$ cat src/rtl/seq_divider32.sv
// rtl/seq_divider32.sv - iterative 32-bit divider with RV32M DIV/DIVU/REM/REMU results
//
// Restoring radix-2 divider. It produces one quotient bit per cycle and always
// returns both quotient and remainder.
//
// Ports:
//   clk         system clock, rising edge
//   rst_n       synchronous active-low reset
//   in_en       operand pair valid, accepted only while idle=1
//   a, b        dividend, divisor
//   div_signed  1 = two's-complement operands, 0 = unsigned
//   out_en      one-cycle pulse, q/rem valid
//   idle        1 = ready to accept a new operand pair
//   q, rem      quotient and remainder, held until the next out_en
module seq_divider32 (
  input  logic        clk,
  input  logic        rst_n,
  input  logic        in_en,
  input  logic [31:0] a,
  input  logic [31:0] b,
  input  logic        div_signed,
  output logic        out_en,
  output logic        idle,
  output logic [31:0] q,
  output logic [31:0] rem
);

  typedef enum logic [1:0] {S_IDLE, S_CALC, S_FIN} state_t;

  state_t      state_q, state_d;
  // dvd holds the dividend and receives quotient bits at its LSB as the
  // dividend bits shift out at its MSB, so it ends up holding the quotient.
  logic [31:0] dvd_q, dvd_d;
  logic [31:0] dvs_q, dvs_d;
  logic [31:0] pr_q, pr_d;
  logic [4:0]  cnt_q, cnt_d;
  logic        neg_quo_q, neg_quo_d;
  logic        neg_rem_q, neg_rem_d;
  logic        out_en_q, out_en_d;
  logic [31:0] q_q, q_d;
  logic [31:0] rem_q, rem_d;

  logic [31:0] abs_a, abs_b;
  logic [32:0] shifted;
  logic        fits;
  logic [31:0] sub;

  always_comb begin
    state_d   = state_q;
    dvd_d     = dvd_q;
    dvs_d     = dvs_q;
    pr_d      = pr_q;
    cnt_d     = cnt_q;
    neg_quo_d = neg_quo_q;
    neg_rem_d = neg_rem_q;
    out_en_d  = 1'b0;
    q_d       = q_q;
    rem_d     = rem_q;

    // Negating 0x80000000 gives 0x80000000, which is the correct unsigned magnitude.
    abs_a = (div_signed && a[31]) ? -a : a;
    abs_b = (div_signed && b[31]) ? -b : b;

    // The partial remainder is always below the divisor, so the shifted value
    // fits in 33 bits. When the divisor fits, the difference is below the
    // divisor and its low 32 bits are exact.
    shifted = {pr_q, dvd_q[31]};
    fits    = shifted >= {1'b0, dvs_q};
    sub     = shifted[31:0] - dvs_q;

    case (state_q)
      S_IDLE: begin
        if (in_en) begin
          neg_quo_d = div_signed & (a[31] ^ b[31]);
          neg_rem_d = div_signed & a[31];
          dvd_d     = abs_a;
          dvs_d     = abs_b;
          pr_d      = 32'd0;
          cnt_d     = 5'd0;
          state_d   = S_CALC;
          // Special cases preload the final raw result and clear the sign
          // flags, so FIN passes the result through unchanged.
          if (b == 32'd0) begin
            dvd_d     = 32'hFFFF_FFFF;
            pr_d      = a;
            neg_quo_d = 1'b0;
            neg_rem_d = 1'b0;
            state_d   = S_FIN;
          end else if (div_signed && a == 32'h8000_0000 && b == 32'hFFFF_FFFF) begin
            dvd_d     = 32'h8000_0000;
            pr_d      = 32'd0;
            neg_quo_d = 1'b0;
            neg_rem_d = 1'b0;
            state_d   = S_FIN;
          end
        end
      end
      S_CALC: begin
        if (fits) begin
          pr_d  = sub;
          dvd_d = {dvd_q[30:0], 1'b1};
        end else begin
          pr_d  = shifted[31:0];
          dvd_d = {dvd_q[30:0], 1'b0};
        end
        cnt_d = cnt_q + 5'd1;
        if (cnt_q == 5'd31) begin
          state_d = S_FIN;
        end
      end
      S_FIN: begin
        q_d      = neg_quo_q ? -dvd_q : dvd_q;
        rem_d    = neg_rem_q ? -pr_q : pr_q;
        out_en_d = 1'b1;
        state_d  = S_IDLE;
      end
      default: state_d = S_IDLE;
    endcase
  end

  always_ff @(posedge clk) begin
    if (!rst_n) begin
      state_q   <= S_IDLE;
      dvd_q     <= 32'd0;
      dvs_q     <= 32'd0;
      pr_q      <= 32'd0;
      cnt_q     <= 5'd0;
      neg_quo_q <= 1'b0;
      neg_rem_q <= 1'b0;
      out_en_q  <= 1'b0;
      q_q       <= 32'd0;
      rem_q     <= 32'd0;
    end else begin
      state_q   <= state_d;
      dvd_q     <= dvd_d;
      dvs_q     <= dvs_d;
      pr_q      <= pr_d;
      cnt_q     <= cnt_d;
      neg_quo_q <= neg_quo_d;
      neg_rem_q <= neg_rem_d;
      out_en_q  <= out_en_d;
      q_q       <= q_d;
      rem_q     <= rem_d;
    end
  end

  assign out_en = out_en_q;
  assign idle   = (state_q == S_IDLE);
  assign q      = q_q;
  assign rem    = rem_q;

endmodule

$ cat config.mk
export PLATFORM = sky130hd
export DESIGN_NAME = seq_divider32
export DESIGN_NICKNAME = d
export VERILOG_FILES = /design/src/rtl/seq_divider32.sv
export SDC_FILE = /design/constraint.sdc
export NUM_CORES = 1
export LEC_CHECK = 0
export CAP_MARGIN = 10
export CORE_UTILIZATION = 70
export CTS_CLUSTER_SIZE = 10
export DETAILED_ROUTE_END_ITERATION = 10
export DONT_BUFFER_PORTS = 1
export HOLD_SLACK_MARGIN = 0.06
export PLACE_DENSITY = 0.84
export SLEW_MARGIN = 25
export SYNTH_ARGS = -nofsm -noshare
export SYNTH_HDL_FRONTEND = slang
export SYNTH_SLANG_ARGS = --single-unit
$ cat constraint.sdc
create_clock -name clk -period 4.9 [get_ports clk]
set_input_delay 0.49 -clock clk [delete_from_list [all_inputs] [get_ports clk]]
set_output_delay 0.49 -clock clk [all_outputs]
set_load 0.05 [all_outputs]
==> run_1/cell_classes.png <==
Scale: 3 px per um.
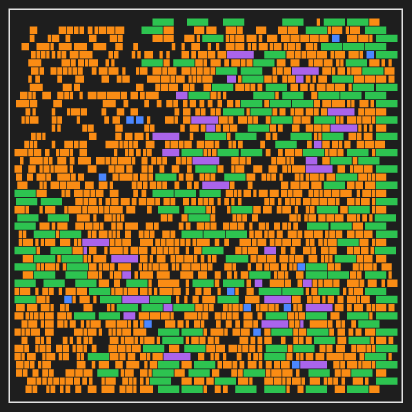
Key: clock drivers and dummy loads = purple [cells 32, share of their area 4.7%]; all other logic = orange [cells 1226, share of their area 66%]; flip-flops = green [cells 170, share of their area 29%]; other buffers and delay cells = blue [cells 13, share of their area 0.82%]
Site Rows: 46
core area: 16000 um^2
flop share of the area: 28.0%

==> run_1/met1.png <==
Scale: 4 px per um. Supply wires on this layer in gray. Cells faint in the background.
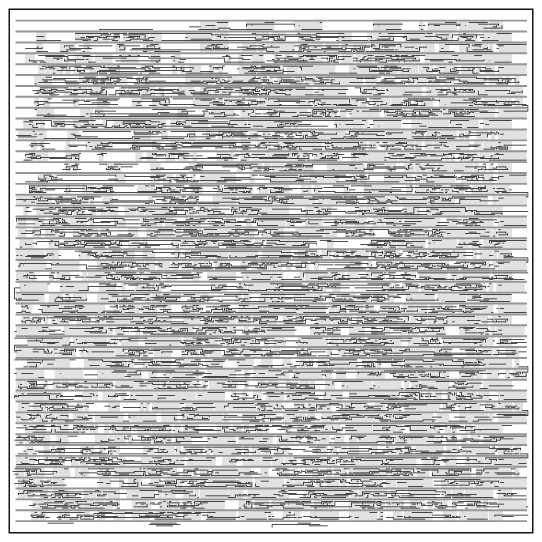
The layer holds 39% of the routed length. The wires run mostly horizontal. The longest straight run is 49.2 um. 1450 nets have wire on it. The layer carries 13800 um of wire.

==> run_1/density.png <==
Scale: 3 px per um. 13 x 13 tiles, from dark blue (low) to red (high), 0 to 100% covered.
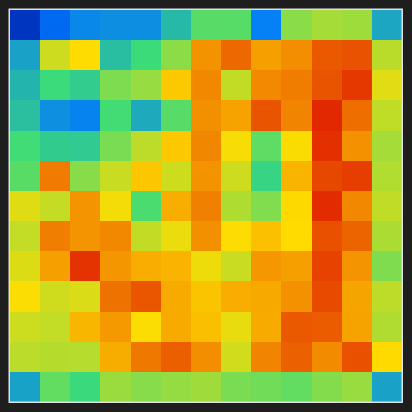
The mean over all tiles is 70%. The emptiest ninth of the die: upper left. The fullest tile reaches 95%. 46% of the tiles are over 75% full.

==> CHANGELOG.md, run 1 <==
### Metrics

- Hold path cells: 1
- Simple Share, Synth: between 10% and 20%
- TritonCTS clock tree: done
- Dominant cell area share: 29.4%
- Antenna cells: 0
- Setup violations, final: 0
- First-pass DRT Iterations: 9
- Final Hold Fails: 0
- Commonest flop: dfxtp_1
- Number of logged tool warnings: 29
- Synth top cell by count: nand2_1
- Die height: ~130 um
- CTS buffer count: 17
- Vias in the first global route: roughly 10000
- Post_cts resized: 0
- Tot Pwr: 0.00456 W
- Ys cells: 1499
- Synth warnings: 0
- Total global routing overflow: 0
- Crit path launch: pr_q[10]$_SDFFE_PN0P_
- # Max-Cap Violations: 0
- DP Wirelength: 25500 um
- Drt total wl: 34900 um
- I/O Buffers: 0
- Fmax: between 0.2 and 0.3 GHz
- AO/OA Area Share: a little under a third
- CP Capture Point: rem[31]$_SDFFE_PN0P_
- Pin count of the biggest net entering global routing: ~170
- Pre-CTS setup slack: approximately 1300 ps
- Synth async-reset ratio: 0%
- Ports: approximately 130
- Hold endpoint: rem[30]$_SDFFE_PN0P_
- Clock buffer depth: 2
- Critical path class: register to register
- Synth cell count leaders: 199 x nand2_1, 170 x dfxtp_1, 124 x a21oi_1, 124 x o21ai_0, 92 x clkbuf_1
- Via-to-Cell Ratio: roughly 6.9
- PnR worst setup slack: roughly 1300 ps
- Outcome: completed
- Die area: roughly 17000 um^2
- Reg2reg start: pr_q[10]$_SDFFE_PN0P_
- First-pass GRT wire length: about 54000 um
- Synth unique cells: about 61
- Register share after synthesis: between 20% and 30%
- Hold buffer count at cts: 0
- Tmin final: between 3000 and 4000 ps
- Clk slew on worst S/H paths: roughly 70 ps
- Setup slack, reg-to-reg: roughly 1300 ps
- Cells after Synth: between 1000 and 1500
==> run 1: critical path: stages, from the launching register on <==
cell and delay (ps):
dfxtp_1 440, or4_1 650, nor4_1 370, nand4_1 230, or2_1 340, or4_1 470, o31ai_1 450, xor2_1 350
nand2_1 90, o211a_1 150
==> run 1: layout make-up <==
class	instances	area, um^2
timing repair buffer	13	97.6
fill	1212	3860
sequential	170	3410
inverter	51	191
clock buffer	19	433
tap	216	270
multi-input combinational	1175	7620
clock inverter	13	128
==> run 1: report_power, final <==
group	switching, W	internal [W]	total, W
logic	0.000985	0.000608	0.00159
registers	0.000167	0.00148	0.00165
clock network	0.000644	0.000674	0.00132
==> run 1: per-layer routing <==
metal	routed length (um)	part of all wire, %
met2	15300	44
met1	13800	39
met5	0	0
met4	2310	6.6
met3	3580	10
==> run 1: layout by cell type, fill, tap and decap left out, types with 14 or more instances in the layout <==
master,n
nor3_1,15
a21oi_1,124
clkbuf_16,17
xnor2_1,49
inv_1,51
a21boi_0,17
nor2_1,66
o211a_1,87
nand4_1,21
ha_1,39
xor2_1,90
or3_1,17
nand3_1,33
nor2b_1,27
a22oi_1,20
o31ai_1,24
dfxtp_1,168
nand2_1,198
a31oi_1,22
a21o_1,27
o21ai_0,124
o41ai_1,14
==> run 1: through the flow <==
stage / cells / hold slack (ps) / cell area, um^2 / utilization [%]
global route: 1657 / 169 / 12100 / 75.9
detailed placement: 1625 / 455 / 11600 / 72.3
floorplan: 1499 / 441 / 11600 / -
CTS: 1657 / 169 / 12100 / 75.8
finish: 1657 / 171 / 12100 / 75.9
global placement: 1625 / 453 / 11600 / 72.3
==> run_1/final_placement.png <==
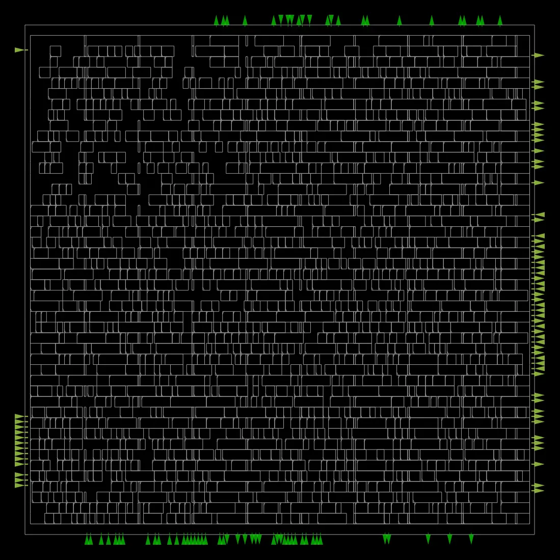

==> run 2: changes to the inputs <==
--- a/config.mk
+++ b/config.mk
@@ -6,12 +6,12 @@
 export NUM_CORES = 1
 export LEC_CHECK = 0
 export CAP_MARGIN = 10
-export CORE_UTILIZATION = 70
+export CORE_UTILIZATION = 65
 export CTS_CLUSTER_SIZE = 10
 export DETAILED_ROUTE_END_ITERATION = 10
 export DONT_BUFFER_PORTS = 1
 export HOLD_SLACK_MARGIN = 0.06
-export PLACE_DENSITY = 0.84
+export PLACE_DENSITY = 0.79
 export SLEW_MARGIN = 25
 export SYNTH_ARGS = -nofsm -noshare
 export SYNTH_HDL_FRONTEND = slang
==> constraint.sdc (replaced) <==
create_clock -name clk -period 3.7 [get_ports clk]
set_input_delay 0.37 -clock clk [delete_from_list [all_inputs] [get_ports clk]]
set_output_delay 0.37 -clock clk [all_outputs]
set_load 0.05 [all_outputs]
==> run_2/final_placement.png <==
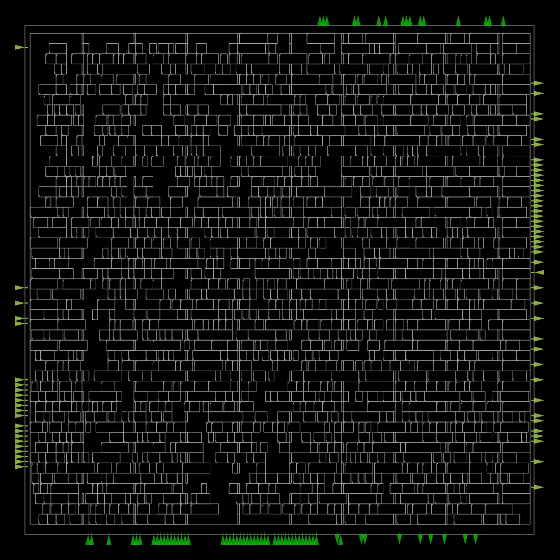
core area: 17400 um^2
Non-Filler Instances: 1698
fill count: 1424
n_taps: 225
Flops: 170

==> run_2/cell_classes.png <==
Scale: 3 px per um.
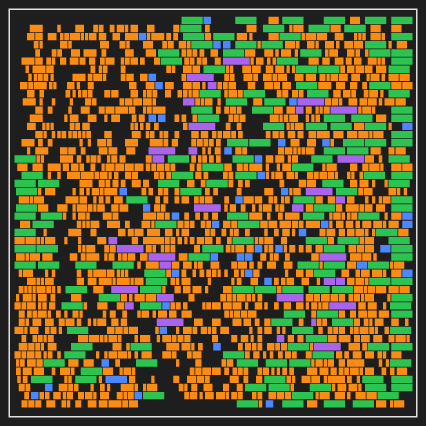
Key: flip-flops = green [cells 170, share of their area 28%]; all other logic = orange [cells 1226, share of their area 64%]; clock drivers and dummy loads = purple [cells 32, share of their area 4.7%]; other buffers and delay cells = blue [cells 45, share of their area 3.0%]

==> run_2/port_nets.png <==
Scale: 2 px per um.
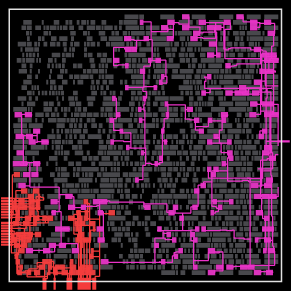
Key: `rst_n` = magenta [direction input, edge right, end cells 170, buffers 6, wire 1910 um]; `b` = red [direction input, edge 17 left, 15 bottom, end cells 80, buffers 0, wire 885 um]

==> CHANGELOG.md, run 2 <==
### Metrics

- Ys cells: roughly 1500
- Seq power: 0.00217 W
- # placed instances: 1660
- Synth warnings: 0
- Comb area share: 61.2%
- Logic area: between 7000 and 8000 um^2
- Register share after synthesis: just under 30%
- Slowest-stage cell, CP: or4_4
- Antenna cells: 0
- Sw Share: around 39%
- Non-clk buf share: a little under 3%
- Pre-CTS setup slack: approximately 580 ps
- Drt total wl: roughly 37000 um
- Reg2reg start: dvd_q[7]$_SDFFE_PN0P_
- Final clock-cell share: 4.60%
- Biggest Area Class: multi-input combinational cells
- Clock-net power: approximately 0.0018 W
- Clkbuf count: 17
- Int Power: 0.00371 W
- Clk slew on worst S/H paths: 70 ps
- WHS: between 60 and 70 ps
- Site Rows: between 40 and 50
- TritonCTS clock tree: done
- CP cell instances: or4_4 > or4_1 > or3_1 > or2_1 > or3_1 > o31ai_1 > xor2_1 > nand2_1 > o211a_1
- Crit path largest cell delay: ~570 ps
- # Max-Cap Violations: 0
- CP top delay family: simple AND/OR/NAND/NOR gates
- Setup slack, reg-to-reg: between 500 and 600 ps
- DP Area: ~12000 um^2
- Pin count of the biggest net entering global routing: ~140
- Sequential share of power: 35.4%
- Buffers, non-clock: 45
- Via-to-Cell Ratio: approximately 6.7
- Fmax: 0.318 GHz
- Die height: 135 um
- Synth unique cells: 61
- Most common cell on crit path: or3_1
- Die area: between 15000 and 20000 um^2
- Synth async-reset ratio: 0%
- Outcome: completed
- First-pass DRT Iterations: 5
- First-pass GRT wire length: between 50000 and 60000 um
- Clock power frac: 28.6%
==> run 2: cell counts after synthesis <==
Identical to the previous run, type by type.
==> run 2: repair_timing <==
item                       in CTS  in global routing
hold buffers                    5                  1
gates resized                   0                  0
setup endpoints to repair       0                  0
hold endpoints to repair       19                  8
buffers inserted                0                  0
==> run 2: metal layers <==
layer  wire, um  global-route usage [%]  up-vias  share of wire [%]
met5          0                       0        -                  0
met4       2250                    25.2        0                6.1
met3       3430                    7.26      114                9.3
met2      16100                    62.5      599                 44
met1      14900                    51.3     5352                 41
li1           -                       -     5360                  -
==> run 2: cells by family (layout without fill, tap and decap cells) <==
family | after synthesis | after routing | synth area share [%]
fa+ha+maj | 40 | 40 | 4.39
mux | 3 | 3 | 0.260
compound gates | 528 | 528 | 31.0
flops | 170 | 170 | 29.4
simple gates | 465 | 465 | 19.3
buf+inv | 154 | 128 | 5.05
xor+xnor | 139 | 139 | 10.5
==> run 2: through the flow <==
step	utilization, %	power (W)
finish	71.5	0.00612
global route	71.5	0.00639
CTS	71.4	0.00605
detailed placement	67.9	0.00431
global placement	67.9	0.00430
floorplan	-	0.00373
==> run 2: worst max path at each step <==
stage	endpoint	slack, ps	cells after the start	start
2_1_floorplan	q[29]$_SDFFE_PN0P_	750	9	dvd_q[7]$_SDFFE_PN0P_
3_3_place_gp	q[28]$_SDFFE_PN0P_	630	9	dvd_q[7]$_SDFFE_PN0P_
3_5_place_dp	q[29]$_SDFFE_PN0P_	580	9	dvd_q[7]$_SDFFE_PN0P_
4_1_cts	q[29]$_SDFFE_PN0P_	570	9	dvd_q[7]$_SDFFE_PN0P_
5_1_grt	pr_q[30]$_SDFFE_PN0P_	340	12	dvd_q[31]$_SDFFE_PN0P_
6_report	q[26]$_SDFFE_PN0P_	550	9	dvd_q[7]$_SDFFE_PN0P_
No activity file was given, so power comes from the tool's default toggle rates.
